**src/rtl/alu_pkg.sv**
```systemverilog
// alu_pkg: definitions shared by alu_uart_frontend and the ALU.
//   fe_state_e - front-end FSM states
//   ALU_*      - 4-bit ALU select codes
package alu_pkg;

  typedef enum logic [2:0] {
    RX_A,
    RX_B,
    RX_OP,
    EXEC,
    TX_WAIT
  } fe_state_e;

  localparam logic [3:0] ALU_AND = 4'b0000;
  localparam logic [3:0] ALU_OR  = 4'b0001;
  localparam logic [3:0] ALU_ADD = 4'b0010;
  localparam logic [3:0] ALU_SRA = 4'b0011;
  localparam logic [3:0] ALU_SRL = 4'b0100;
  localparam logic [3:0] ALU_NOR = 4'b0101;
  localparam logic [3:0] ALU_SUB = 4'b0110;
  localparam logic [3:0] ALU_XOR = 4'b1001;
  localparam logic [3:0] ALU_SLL = 4'b1011;

endpackage

```
**src/rtl/alu_uart_frontend.sv**
```systemverilog
// alu_uart_frontend: assembles A, B (LSB byte first) and an opcode byte from
// the UART receiver, presents them to the ALU, captures the result and Zero
// flag, and returns the result byte-by-byte over the UART transmitter.
// Ports:
//   clk, rst              - clock, async active-high reset
//   rx_done, rx_data      - received byte strobe and data
//   tx_done               - transmitter finished current byte
//   tx_start, tx_data     - transmit request pulse and byte
//   alu_a, alu_b, alu_op  - registered ALU operands and select
//   alu_result, alu_zero  - ALU outputs
//   zero_flag             - Zero captured with the last result
//   busy                  - opcode accepted until last result byte done
module alu_uart_frontend
  import alu_pkg::*;
#(
  parameter int unsigned bits        = 8,
  parameter int unsigned TIMEOUT_CYC = 1000000
) (
  input  logic            clk,
  input  logic            rst,
  input  logic            rx_done,
  input  logic [7:0]      rx_data,
  input  logic            tx_done,
  output logic            tx_start,
  output logic [7:0]      tx_data,
  output logic [bits-1:0] alu_a,
  output logic [bits-1:0] alu_b,
  output logic [3:0]      alu_op,
  input  logic [bits-1:0] alu_result,
  input  logic            alu_zero,
  output logic            zero_flag,
  output logic            busy
);

  localparam int unsigned NB = bits / 8;
  localparam int unsigned KW = (NB > 1) ? $clog2(NB) : 1;
  localparam logic [KW-1:0] K_LAST = KW'(NB - 1);

  fe_state_e       state_q;
  logic [KW-1:0]   k_q;
  logic [KW-1:0]   tx_k_q;
  logic [31:0]     idle_q;
  logic            started_q;
  logic [bits-1:0] a_q;
  logic [bits-1:0] b_q;
  logic [3:0]      op_q;
  logic [bits-1:0] res_q;
  logic [7:0]      tx_data_q;
  logic            tx_start_q;
  logic            zero_q;
  logic            busy_q;
  logic            timeout_hit;

  // Idle counting only runs once a byte of the current frame has arrived.
  assign timeout_hit = (TIMEOUT_CYC != 0) && started_q && (idle_q == TIMEOUT_CYC - 1);

  always_ff @(posedge clk or posedge rst) begin
    if (rst) begin
      state_q    <= RX_A;
      k_q        <= '0;
      tx_k_q     <= '0;
      idle_q     <= '0;
      started_q  <= 1'b0;
      a_q        <= '0;
      b_q        <= '0;
      op_q       <= '0;
      res_q      <= '0;
      tx_data_q  <= '0;
      tx_start_q <= 1'b0;
      zero_q     <= 1'b0;
      busy_q     <= 1'b0;
    end else begin
      tx_start_q <= 1'b0;
      unique case (state_q)
        RX_A, RX_B: begin
          if (rx_done) begin
            for (int unsigned i = 0; i < NB; i++) begin
              if (k_q == KW'(i)) begin
                if (state_q == RX_A) a_q[i*8 +: 8] <= rx_data;
                else                 b_q[i*8 +: 8] <= rx_data;
              end
            end
            started_q <= 1'b1;
            idle_q    <= '0;
            if (k_q == K_LAST) begin
              k_q     <= '0;
              state_q <= (state_q == RX_A) ? RX_B : RX_OP;
            end else begin
              k_q <= k_q + KW'(1);
            end
          end else if (timeout_hit) begin
            state_q   <= RX_A;
            k_q       <= '0;
            idle_q    <= '0;
            started_q <= 1'b0;
          end else if (started_q) begin
            idle_q <= idle_q + 32'd1;
          end
        end
        RX_OP: begin
          if (rx_done) begin
            op_q      <= rx_data[3:0];
            busy_q    <= 1'b1;
            started_q <= 1'b0;
            idle_q    <= '0;
            state_q   <= EXEC;
          end else if (timeout_hit) begin
            state_q   <= RX_A;
            k_q       <= '0;
            idle_q    <= '0;
            started_q <= 1'b0;
          end else if (started_q) begin
            idle_q <= idle_q + 32'd1;
          end
        end
        EXEC: begin
          // res_q holds the bytes still to send, next one in the low byte.
          res_q      <= alu_result >> 8;
          tx_data_q  <= alu_result[7:0];
          zero_q     <= alu_zero;
          tx_start_q <= 1'b1;
          tx_k_q     <= '0;
          state_q    <= TX_WAIT;
        end
        TX_WAIT: begin
          // A tx_done seen while our own tx_start is still high is stale.
          if (tx_done && !tx_start_q) begin
            if (tx_k_q == K_LAST) begin
              busy_q  <= 1'b0;
              tx_k_q  <= '0;
              state_q <= RX_A;
            end else begin
              tx_k_q     <= tx_k_q + KW'(1);
              tx_data_q  <= res_q[7:0];
              res_q      <= res_q >> 8;
              tx_start_q <= 1'b1;
            end
          end
        end
        default: state_q <= RX_A;
      endcase
    end
  end

  assign tx_start  = tx_start_q;
  assign tx_data   = tx_data_q;
  assign alu_a     = a_q;
  assign alu_b     = b_q;
  assign alu_op    = op_q;
  assign zero_flag = zero_q;
  assign busy      = busy_q;

endmodule

```
**config.mk**
```make
export PLATFORM = sky130hd
export DESIGN_NAME = alu_uart_frontend
export DESIGN_NICKNAME = d
export VERILOG_FILES = /design/src/rtl/alu_pkg.sv /design/src/rtl/alu_uart_frontend.sv
export SDC_FILE = /design/constraint.sdc
export NUM_CORES = 1
export LEC_CHECK = 0
export CAP_MARGIN = 5
export CORE_ASPECT_RATIO = 0.75
export CORE_MARGIN = 8
export CORE_UTILIZATION = 55
export CTS_CLUSTER_DIAMETER = 200
export DETAILED_ROUTE_END_ITERATION = 10
export PLACE_DENSITY = 0.92
export SLEW_MARGIN = 0
export SYNTH_ARGS = -nofsm -noshare
export SYNTH_HDL_FRONTEND = slang
export SYNTH_SLANG_ARGS = --single-unit
```
**constraint.sdc**
```tcl
create_clock -name clk -period 3.4 [get_ports clk]
set_input_delay 0.34 -clock clk [delete_from_list [all_inputs] [get_ports clk]]
set_output_delay 0.34 -clock clk [all_outputs]
set_load 0.005 [all_outputs]
```
Figure 1. Sequential cells colored by netlist name (run 1).
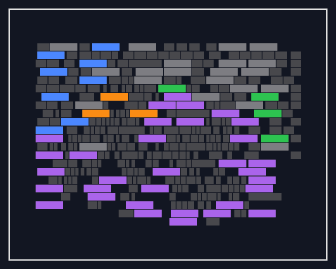
[green] `alu_op` | sequential cells: 4
[orange] `state_q` | sequential cells: 3
[purple] `idle_q` | sequential cells: 32
[blue] `tx_data` | sequential cells: 8
not colored: 21

Figure 2. Selected gate families (run 1).
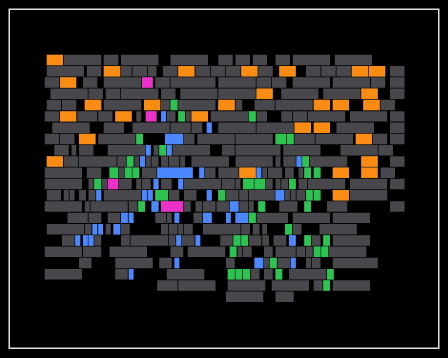
[orange] multiplexers | cells: 29 | most used: mux2_2
[green] inverting AOI/OAI gates | cells: 41 | most used: a21oi_1
[blue] NOR gates | cells: 38 | most used: nor2_1
[magenta] AND-OR and OR-AND gates | cells: 4 | most used: a21o_1
logic share of the area: 33.9%
Top cell excl fill/tap: dfrtp_1

==> reports/metrics.csv, run 1 <==
metric,value,unit
final_util,73.4,%
relSlewSlack,51.1,%
xor_area_share,4.19,%
tritoncts,built,
yosys.area_share.aoi,8.13,%
worst_setup_path_start_kind,flip-flop,
grt_pass1_wl,12200,microns
seqPwrFrac,40.2,%
drt_iter0_markers,160,
ir_drop,0.000540,V
cts_buffers,9,
drc_errors,0,
routed_wl,7450,microns
setup_viol,0,
viasPerCell,5.85,
dieHeight,81.4,microns
top_cells_by_area,"dfrtp_1, mux2_2, nor2_1, a21oi_1, or3_1",
yosys_warnings,0,
ios,52,
cts.sinks,68,
core-area,5440,sq um
powerClk,0.810,mW
drt-met1-wl,3090,microns
power_leader,registers,
detail-route-antenna-nets,0,
crit_chain,ha_1 -> and3_1 -> and4_1 -> a41oi_1 -> nor2_1 -> buf_4 -> a21oi_1,
grt_use_met1,22.5,%
maxSlewViolCount,0,
place_worst_setup_slack,0.947,ns
tool_warnings,26,
dieWidth,103,microns
cp_max_fo,30,
status,"finished, final reports clean",
top_layer,met4,
rsz0062_at_grt,false,
post-cts-setup-buffers,0,
worst_clock_skew,0.00678,ns
avgRoutedWirePerCell,17.5,microns
finalClockPeriodUsage,68.0,%
max_stage_delay,0.43,ns
p_sw_share,28.3,%
grt_max_degree,34,
antenna_found_initial,0,
drv_cap,0,
htree_num_levels,3,
placed_area,3740,sq um
max_freq,433,MHz
Figure 3. Zoomed window (run 1).
Window x 1 to 51, y 31 to 81 microns. Cells in gray, sequential cells in the stronger gray; small squares are vias.
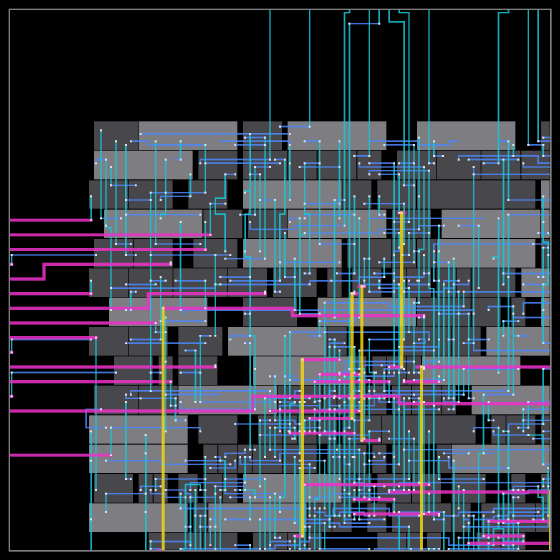
[cyan] met2
[magenta] met3
[blue] met1
[yellow] met4
sequential cells in the window: 24
most frequent: dfrtp_1 (24), clkdlybuf4s50_1 (24), nor2_1 (14)
cells with their middle in the window: 139
netlist names of flops here include: `tx_data` (8), `idle_q` (6), `state_q` (3)

[run 1: cell usage in the layout (no fill, tap or decap), drive strengths merged, types with 4 or more instances in the layout]
master	synthesis	routed
a21oi	18	18
dfrtp	68	68
xor2	8	8
mux2	29	29
and3	4	4
nand2	17	17
clkdlybuf4s50	0	51
nor4	5	5
xnor2	7	7
o21ai	18	18
and4	4	4
nor2	27	27
nor3	4	4
nand3	16	16
inv	12	12
clkbuf	4	10
nand4	9	9
buf	2	5
or3	13	13
[run 1: flip-flops by register name, indices dropped and copies added (netlist names)]
name	cells
k_q	1
busy	1
tx_data	8
idle_q	32
zero_flag	1
alu_b	8
state_q	3
alu_op	4
alu_a	8
tx_start	1
started_q	1
[run 1: logic make-up after synthesis]
| family | after synthesis |
|---|---|
| compound gates | 45 |
| xor+xnor | 15 |
| fa+ha+maj | 1 |
| buf+inv | 18 |
| flops | 68 |
| mux | 29 |
| simple gates | 109 |
[run 1: area by class of cell]
class | count | area [sq um]
clock buffers | 10 | 138
clock inverters | 6 | 111
fillers | 330 | 1450
inverters | 12 | 45.0
multi-input cells | 199 | 1350
flip-flops and latches | 68 | 1700
well taps | 75 | 93.8
repair buffers | 56 | 548
[run 1: worst paths after layout]
check | cells past startpoint | start | to | slack [ns]
max | 7 | idle_q[0] | idle_q[19] | 1.09
min | 2 | rst | tx_data[7] | 0.28
max reg2reg | 7 | idle_q[0] | idle_q[19] | 1.09
max in group asynchronous | 3 | rst | alu_b[3] | 2.36
min in group clk | 1 | tx_data[5] | tx_data[5] | 0.51
min reg2reg | 1 | tx_data[5] | tx_data[5] | 0.51
[run 1: worst register-to-register path, stage by stage, from the launching register on]
cell     delay [ns]
dfrtp_1        0.42
ha_1           0.28
and3_1         0.31
and4_1         0.27
a41oi_1        0.43
nor2_1         0.07
buf_4          0.25
a21oi_1        0.20
--- run 2 (diff from run 1) ---
--- a/config.mk
+++ b/config.mk
@@ -8,10 +8,10 @@
 export CAP_MARGIN = 5
 export CORE_ASPECT_RATIO = 0.75
 export CORE_MARGIN = 8
-export CORE_UTILIZATION = 55
+export CORE_UTILIZATION = 48
 export CTS_CLUSTER_DIAMETER = 200
 export DETAILED_ROUTE_END_ITERATION = 10
-export PLACE_DENSITY = 0.92
+export PLACE_DENSITY = 0.86
 export SLEW_MARGIN = 0
 export SYNTH_ARGS = -nofsm -noshare
 export SYNTH_HDL_FRONTEND = slang
==> constraint.sdc (replaced) <==
create_clock -name clk -period 1.95 [get_ports clk]
set_input_delay 0.195 -clock clk [delete_from_list [all_inputs] [get_ports clk]]
set_output_delay 0.195 -clock clk [all_outputs]
set_load 0.005 [all_outputs]
Figure 4. Zoomed window (run 2).
Window x 2 to 52, y 36 to 86 microns. Cells in gray, sequential cells in the stronger gray; small squares are vias.
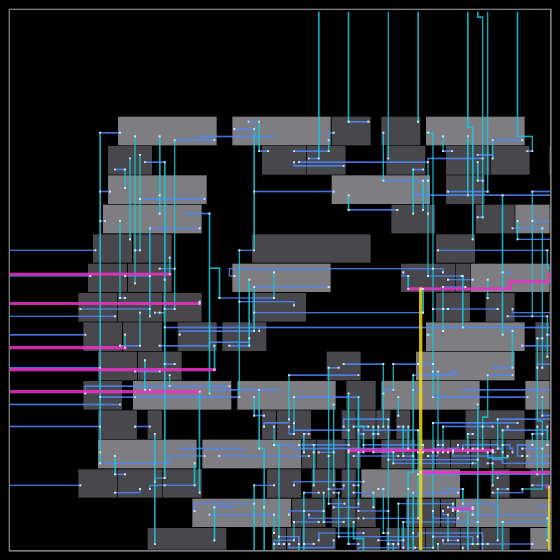
[yellow] met4
[blue] met1
[magenta] met3
[cyan] met2
most frequent: clkdlybuf4s50_1 (21), dfrtp_1 (18)
sequential cells in the window: 18
netlist names of flops here include: `tx_data` (8), `idle_q` (7)
cells with their middle in the window: 95

==> run 2 against run 1 <==
Compared with the run above:
- the flow now finishes with violations (negative setup slack)
- die area increased by 12%
- cell count increased by 5.9%
- clock power increased by 59%
- combinational power increased by 87%
- cell area increased by 4.7%
- worst hold slack got worse by 0.045 ns
- area after synthesis unchanged
- sequential power increased by 71%
- largest cell class unchanged
==> reports/metrics.csv, run 2 <==
metric,value,unit
buf_share,17.2,%
setup_slack,-0.0190,ns
dieWidth,109,microns
avgRoutedWirePerCell,16.5,microns
status,"finished, violations left",
worst-path-stages,6,
crit_chain,a21o_4 -> nor4b_4 -> buf_4 -> nand3_4 -> or4_4 -> a21oi_2,
grt_max_degree,69,
detail-route-antenna-nets,0,
top_cells_by_area,"dfrtp_1, mux2_2, nor2_1, a21oi_1, or3_1",
setup_viol,1,
drt_iter0_markers,164,
max_freq,508,MHz
n_clock_buffer,9,
finalClockPeriodUsage,101,%
drt-met1-wl,3240,microns
grt_use_met1,20.4,%
ios,52,
top_layer,met4,
routed_wl,7460,microns
drc_errors,0,
rrSetupSlack,-0.02,ns
violations,negative setup slack,
rsz0062_at_grt,true,
layout_top_cells,"dfrtp_1, clkdlybuf4s50_1, mux2_2",
final-clk-cell-share,5.33,%
htree_num_levels,3,
nFillCells,481,
regArea,1700,sq um
regMostFlops,idle_q,
largest_reg_flops,32,
antenna_found_initial,0,
-- run 2: cell counts after synthesis --
Identical to the previous run, type by type.
-- run 2: per-stage QoR --
stage	cell area, sq um	worst slack [ns]	cells	TNS [ns]	utilization (%)
3_5_place_dp	3870	-0.0665	429	-0.450	61.3
6_report	4180	-0.0190	451	-0.0190	66.1
5_1_grt	4180	-0.0673	451	-0.198	66.1
4_1_cts	4100	0.0404	446	0	65.0
2_1_floorplan	3140	-0.0782	285	-0.675	-
3_3_place_gp	3870	0.0230	429	0	61.3
-- run 2: how the worst max path moves through the flow --
stage / startpoint / end / slack, ns
after floorplan: state_q[1] / idle_q[17] / -0.08
after global placement: rx_done / idle_q[19] / 0.02
after detailed placement: rx_done / idle_q[28] / -0.07
after CTS: state_q[0] / idle_q[19] / 0.04
after global routing: idle_q[6] / idle_q[17] / -0.07
final: state_q[1] / idle_q[17] / -0.02
-- run 2: cell families (layout without fill, tap and decap cells) --
group | Yosys count | count (layout) | synth area share (%)
AOI/OAI and AO/OA | 45 | 45 | 8.13
adders and majority gates | 1 | 1 | 0.399
DFF | 68 | 68 | 54.2
xor gates and xnor gates | 15 | 15 | 4.19
buffers and inverters | 18 | 103 | 2.63
muxes | 29 | 29 | 10.4
and+or+nand+nor | 109 | 109 | 20.0
-- run 2: power by group --
part / total, mW / internal (mW) / switching, mW / leakage, nW
sequential: 2.03 / 1.80 / 0.231 / 0.870
clock: 1.29 / 0.726 / 0.567 / 0.110
combinational: 1.80 / 1.09 / 0.709 / 0.816
-- run 2: timing repair --
item	4_1_cts	5_1_grt
setup buffers	1	5
endpoints found under the setup margin	3	31
pin swaps	2	4
resized	1	11
Power figures rest on the tool's default switching activity, not on a simulated workload.
